[src/rtl/wb_stage_if.sv]
// +--------------------------------------------------------------------------+
// | Module      : wb_stage_if                                                |
// | Description : MEM/WB input bundle, ID-stage lookup and register-file     |
// |               write port of the write-back stage.                        |
// | Revision    : 1.0 - initial release                                      |
// +--------------------------------------------------------------------------+
`default_nettype none

interface wb_stage_if #(
    parameter int XLEN  = 32,
    parameter int RADDR = 5
);
    logic             mw_valid;
    logic             mw_reg_write;
    logic [1:0]       mw_ld_type;
    logic [1:0]       mw_addr_lo;
    logic [RADDR-1:0] mw_rd;
    logic [XLEN-1:0]  mw_ex_result;
    logic [XLEN-1:0]  mw_mem_data;
    logic [RADDR-1:0] id_rs;
    logic [RADDR-1:0] id_rt;

    logic [RADDR-1:0] rd_addr;
    logic [3:0]       rd_byte_w_en;
    logic [XLEN-1:0]  rd_data;
    logic [3:0]       rs_out_sel;
    logic [3:0]       rt_out_sel;
    logic [XLEN-1:0]  retired;

    modport master (
        output mw_valid, mw_reg_write, mw_ld_type, mw_addr_lo, mw_rd,
               mw_ex_result, mw_mem_data, id_rs, id_rt,
        input  rd_addr, rd_byte_w_en, rd_data, rs_out_sel, rt_out_sel, retired
    );

    modport slave (
        input  mw_valid, mw_reg_write, mw_ld_type, mw_addr_lo, mw_rd,
               mw_ex_result, mw_mem_data, id_rs, id_rt,
        output rd_addr, rd_byte_w_en, rd_data, rs_out_sel, rt_out_sel, retired
    );
endinterface

`default_nettype wire

[src/rtl/wb_stage.sv]
// +--------------------------------------------------------------------------+
// | Module      : wb_stage                                                   |
// | Description : Write-back stage: MEM/WB register, lw/lwl(/lwr) alignment,|
// |               byte write enables and per-byte ID forwarding selects.     |
// |               Define WB_LWR_EN to enable ld_type 11 as big-endian lwr.   |
// | Revision    : 1.0 - initial release                                      |
// +--------------------------------------------------------------------------+
`default_nettype none

module wb_stage #(
    parameter int XLEN  = 32,
    parameter int RADDR = 5
) (
    input  wire logic   clk,
    input  wire logic   rst,
    input  wire logic   stall,
    input  wire logic   flush,
    wb_stage_if.slave   wb
);

    localparam logic [1:0] c_LD_ALU = 2'b00;
    localparam logic [1:0] c_LD_LW  = 2'b01;
    localparam logic [1:0] c_LD_LWL = 2'b10;

    logic             r_valid;
    logic             r_reg_write;
    logic [1:0]       r_ld_type;
    logic [1:0]       r_addr_lo;
    logic [RADDR-1:0] r_rd;
    logic [XLEN-1:0]  r_ex_result;
    logic [XLEN-1:0]  r_mem_data;
    logic [XLEN-1:0]  r_retired;

    logic [3:0]       w_lane_en;
    logic [XLEN-1:0]  w_data;
    logic             w_write;
    logic [3:0]       w_en;

    // Flush only kills valid; the remaining fields are don't-care and simply hold.
    always_ff @(posedge clk) begin
        if (rst) begin
            r_valid     <= 1'b0;
            r_reg_write <= 1'b0;
            r_ld_type   <= 2'b00;
            r_addr_lo   <= 2'b00;
            r_rd        <= '0;
            r_ex_result <= '0;
            r_mem_data  <= '0;
        end else if (flush) begin
            r_valid     <= 1'b0;
        end else if (!stall) begin
            r_valid     <= wb.mw_valid;
            r_reg_write <= wb.mw_reg_write;
            r_ld_type   <= wb.mw_ld_type;
            r_addr_lo   <= wb.mw_addr_lo;
            r_rd        <= wb.mw_rd;
            r_ex_result <= wb.mw_ex_result;
            r_mem_data  <= wb.mw_mem_data;
        end
    end

    always_ff @(posedge clk) begin
        if (rst) begin
            r_retired <= '0;
        end else if (!flush && !stall && wb.mw_valid) begin
            r_retired <= r_retired + XLEN'(1);
        end
    end

    // Memory word is big-endian: lwl moves the addressed byte to the MSB lane,
    // lwr moves it to the LSB lane (shift by 3-o, i.e. ~o for two bits).
    always_comb begin
        w_data    = '0;
        w_lane_en = 4'b0000;
        case (r_ld_type)
            c_LD_ALU: begin
                w_data    = r_ex_result;
                w_lane_en = 4'b1111;
            end
            c_LD_LW: begin
                w_data    = r_mem_data;
                w_lane_en = 4'b1111;
            end
            c_LD_LWL: begin
                w_data    = r_mem_data << {r_addr_lo, 3'b000};
                w_lane_en = 4'b1111 << r_addr_lo;
            end
            default: begin
`ifdef WB_LWR_EN
                w_data    = r_mem_data >> {~r_addr_lo, 3'b000};
                w_lane_en = 4'b1111 >> ~r_addr_lo;
`else
                w_data    = '0;
                w_lane_en = 4'b0000;
`endif
            end
        endcase
    end

    assign w_write = r_valid && r_reg_write && (r_rd != '0);
    assign w_en    = w_write ? w_lane_en : 4'b0000;

    assign wb.rd_addr      = r_rd;
    assign wb.rd_byte_w_en = w_en;
    assign wb.rd_data      = w_data;
    assign wb.rs_out_sel   = (r_rd == wb.id_rs) ? w_en : 4'b0000;
    assign wb.rt_out_sel   = (r_rd == wb.id_rt) ? w_en : 4'b0000;
    assign wb.retired      = r_retired;

endmodule

`default_nettype wire

[src/flat_wrapper.sv]
// flat-port wrapper written by rule: the top's interface ports become plain ports
module wb_stage_flat 
#(
    parameter int XLEN  = 32,
    parameter int RADDR = 5
)
  (clk, rst, stall, flush, wb_mw_valid, wb_mw_reg_write, wb_mw_ld_type, wb_mw_addr_lo, wb_mw_rd, wb_mw_ex_result, wb_mw_mem_data, wb_id_rs, wb_id_rt, wb_rd_addr, wb_rd_byte_w_en, wb_rd_data, wb_rs_out_sel, wb_rt_out_sel, wb_retired);
  wb_stage_if #(.XLEN(XLEN), .RADDR(RADDR)) wb_i ();
  input  wire logic clk;
  input  wire logic rst;
  input  wire logic stall;
  input  wire logic flush;
  input wire logic [$bits(wb_i.mw_valid)-1:0] wb_mw_valid;
  input wire logic [$bits(wb_i.mw_reg_write)-1:0] wb_mw_reg_write;
  input wire logic [$bits(wb_i.mw_ld_type)-1:0] wb_mw_ld_type;
  input wire logic [$bits(wb_i.mw_addr_lo)-1:0] wb_mw_addr_lo;
  input wire logic [$bits(wb_i.mw_rd)-1:0] wb_mw_rd;
  input wire logic [$bits(wb_i.mw_ex_result)-1:0] wb_mw_ex_result;
  input wire logic [$bits(wb_i.mw_mem_data)-1:0] wb_mw_mem_data;
  input wire logic [$bits(wb_i.id_rs)-1:0] wb_id_rs;
  input wire logic [$bits(wb_i.id_rt)-1:0] wb_id_rt;
  output wire logic [$bits(wb_i.rd_addr)-1:0] wb_rd_addr;
  output wire logic [$bits(wb_i.rd_byte_w_en)-1:0] wb_rd_byte_w_en;
  output wire logic [$bits(wb_i.rd_data)-1:0] wb_rd_data;
  output wire logic [$bits(wb_i.rs_out_sel)-1:0] wb_rs_out_sel;
  output wire logic [$bits(wb_i.rt_out_sel)-1:0] wb_rt_out_sel;
  output wire logic [$bits(wb_i.retired)-1:0] wb_retired;
  assign wb_i.mw_valid = wb_mw_valid;
  assign wb_i.mw_reg_write = wb_mw_reg_write;
  assign wb_i.mw_ld_type = wb_mw_ld_type;
  assign wb_i.mw_addr_lo = wb_mw_addr_lo;
  assign wb_i.mw_rd = wb_mw_rd;
  assign wb_i.mw_ex_result = wb_mw_ex_result;
  assign wb_i.mw_mem_data = wb_mw_mem_data;
  assign wb_i.id_rs = wb_id_rs;
  assign wb_i.id_rt = wb_id_rt;
  assign wb_rd_addr = wb_i.rd_addr;
  assign wb_rd_byte_w_en = wb_i.rd_byte_w_en;
  assign wb_rd_data = wb_i.rd_data;
  assign wb_rs_out_sel = wb_i.rs_out_sel;
  assign wb_rt_out_sel = wb_i.rt_out_sel;
  assign wb_retired = wb_i.retired;
  wb_stage #(.XLEN(XLEN), .RADDR(RADDR)) u_core (.clk(clk), .rst(rst), .stall(stall), .flush(flush), .wb(wb_i));
endmodule
[config.mk]
export PLATFORM = sky130hd
export DESIGN_NAME = wb_stage_flat
export DESIGN_NICKNAME = d
export VERILOG_FILES = /design/src/rtl/wb_stage_if.sv /design/src/rtl/wb_stage.sv /design/src/flat_wrapper.sv
export SDC_FILE = /design/constraint.sdc
export NUM_CORES = 1
export LEC_CHECK = 0
export ABC_CLOCK_PERIOD_IN_PS = 4650
export CAP_MARGIN = 20
export CORE_MARGIN = 2
export CORE_UTILIZATION = 50
export DETAILED_ROUTE_END_ITERATION = 16
export GPL_ROUTABILITY_DRIVEN = 0
export PLACE_DENSITY = 0.93
export SLEW_MARGIN = 20
export SYNTH_ARGS = -nofsm -noshare
export SYNTH_HDL_FRONTEND = slang
export SYNTH_SLANG_ARGS = --single-unit
[constraint.sdc]
create_clock -name clk -period 4.65 [get_ports clk]
set_clock_uncertainty 0.05 [all_clocks]
set_input_delay 0.465 -clock clk [delete_from_list [all_inputs] [get_ports clk]]
set_output_delay 0.465 -clock clk [all_outputs]
set_load 0.005 [all_outputs]
==> results_slide.txt <==
Key Metrics from the Run

Run status
  • Outcome: finished, final reports clean

Drt
  • DRC: 0
  • Initial DRT Pass Iterations: 5
  • Detailed Route Iter0 Violations: 564

Clock network
  • Number of CTS-inserted buffers: 9
  • Clock Sinks: between 100 and 150
  • Clock root buffer: clkbuf_8
  • Htree depth: 3

STA
  • Fmax: between 300 and 400 MHz
  • Part of the cycle the worst path needs: 0.710
  • Rel. slew slack: 0.264

Layout
  • Logic share of the area: 0.394
  • Inverter count: 8
  • Nets@finish: about 900
  • Logic area: about 2800 sq um
  • Non-clock buffers: between 150 and 200

Floorplan
  • Top Ports: between 150 and 200
  • FP Util: 0.520
  • Horiz. Die Dim: ~110 um
  • Rows: 36

Synthesis
  • Commonest cells in the netlist: nand2_1, dfxtp_1, a21oi_1
  • Mux area share: 0.0586
  • Most common flop cell mapped by yosys: dfxtp_1
  • XOR/XNOR Fraction of Synth Area: 0.0359
  • Ao+oa area frac: 0.202
  • Mapped Area: around 5100 sq um
  • Most frequent cell after synthesis: nand2_1
  • Syn avg cell area: 7.82 sq um
  • Adder Share, Synth: 0.00244
  • Seq/Total Area, Yosys: 0.418
  • Top cells, area: dfxtp_1, nand2_1, a21oi_1

Worst setup path
  • Crit. Startpoint: u_core.r_addr_lo[0]
  • CP Launch Type: flip-flop
  • Worst r2r src: u_core.wb.retired[0]

Placed design
  • Cell count after placement: ~910

Pwr
  • Pwr Density: between 200 and 300 nW/um^2
  • Max IR drop VDD: around 0.00018 V

Worst hold path
  • Hold Path Depth: 2
cells in the final DEF (no fill, tap or decap), types with 2 or more instances in the layout:
| cell | Yosys | routed |
|---|---|---|
| a211oi_1 | 3 | 3 |
| a21o_1 | 3 | 3 |
| a21oi_1 | 102 | 102 |
| a221o_1 | 8 | 8 |
| a22o_1 | 14 | 14 |
| a22oi_1 | 3 | 3 |
| a31o_2 | 6 | 6 |
| and3_1 | 2 | 2 |
| and4_1 | 3 | 3 |
| buf_4 | 0 | 5 |
| clkbuf_8 | 0 | 10 |
| clkdlybuf4s50_1 | 0 | 168 |
| clkinvlp_4 | 0 | 2 |
| dfxtp_1 | 107 | 107 |
| inv_1 | 8 | 8 |
| mux2_2 | 8 | 8 |
| mux2i_1 | 21 | 21 |
| nand2_1 | 161 | 161 |
| nand3_1 | 13 | 13 |
| nand4_1 | 8 | 8 |
| nor2_1 | 37 | 35 |
| nor2b_1 | 4 | 4 |
| nor3_1 | 3 | 3 |
| nor4_1 | 6 | 6 |
| o21ai_0 | 5 | 5 |
| o22ai_1 | 7 | 7 |
| o2bb2ai_1 | 2 | 2 |
| o31ai_1 | 14 | 14 |
| or2_2 | 4 | 4 |
| or3_1 | 5 | 5 |
| or4_1 | 18 | 18 |
| or4_4 | 2 | 2 |
| xnor2_1 | 14 | 14 |
| xor2_1 | 7 | 7 |
worst max-delay path: stages (launching register included):
cell,delay [ps]
dfxtp_1,940
nor2_1,170
mux2_2,490
a221o_1,350
clkdlybuf4s50_1,480
report_power, final:
part,switching [uW],leakage [uW],internal [uW]
logic,120,0.00143,150
clock network,327,0.0000908,216
registers,31.4,0.000871,946
total,479,0.00239,1310
Fig. 1: wire density map
The bar under the picture is 20 um long. 21 x 21 tiles, from dark purple (low) to yellow (high), scaled to the fullest tile. Values are wire area over tile area, all layers added.
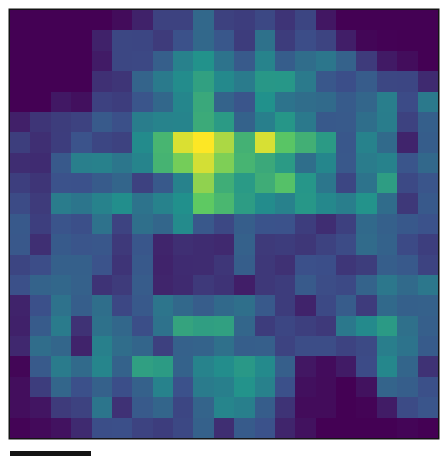
The mean over all tiles is 0.23. 10% of the tiles are over half the peak. The fullest tile reaches 0.82. 9.1% of the tiles are nearly empty. The densest ninth of the die: north.
drt total wl: 15.4 mm
via count: 5,331
Tot GR Track Use: 0.270

Fig. 2: M4 wires
The bar under the picture is 20 um long. Supply wires on this layer in grey.
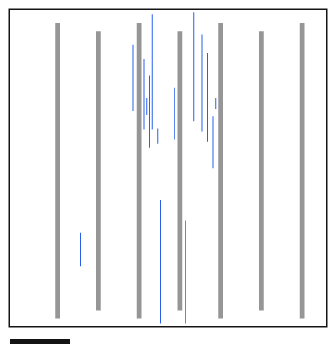
The layer carries 337 um of wire. 15 nets have wire on it.

Fig. 3: placement view
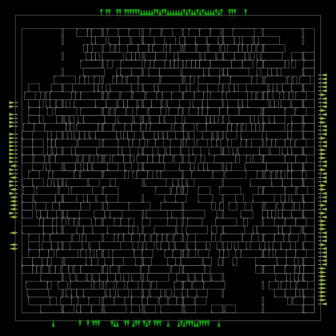
non-filler instance count after layout: 926
filler cell count in the final layout: 753

Fig. 4: clock network drawn from the DEF
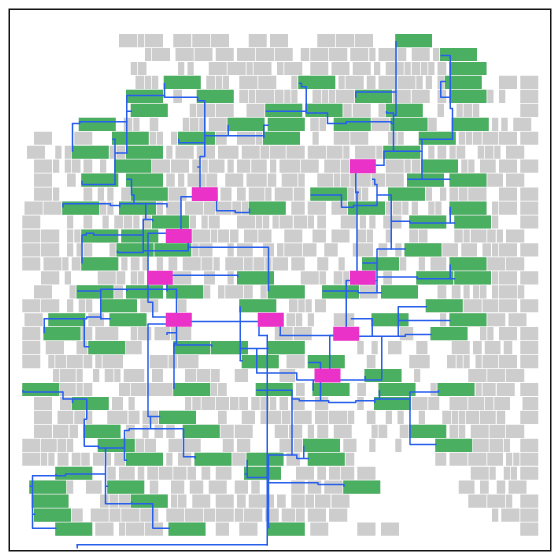
Magenta shows clock drivers, count 9. Blue shows clock wires, length 1,130 um. Green shows flip-flops, count 107.
There are 10 routed clock nets.
clock network fraction of total power: 0.303
P_clk: 543 uW
Clock Latency Late Sink: 350 ps

Fig. 5: sequential cells grouped by signal name
Other sequential cells in the stronger grey, the rest of the logic in the fainter grey.
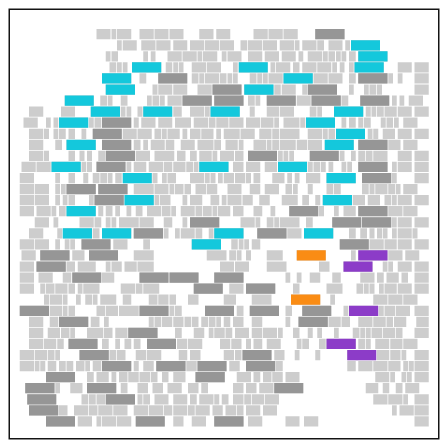
Cyan shows `u_core.r_mem_data`, flops 32. Purple shows `u_core.wb.rd_addr`, flops 5. Orange shows `u_core.r_ld_type`, flops 2.
Another 68 sequential cells are not coloured.
register area: 2140 sq um
flop share of the area: 0.306
P_seq: 978 uW
Final Util: 0.710

Power figures rest on the tool's default switching activity, not on a simulated workload.
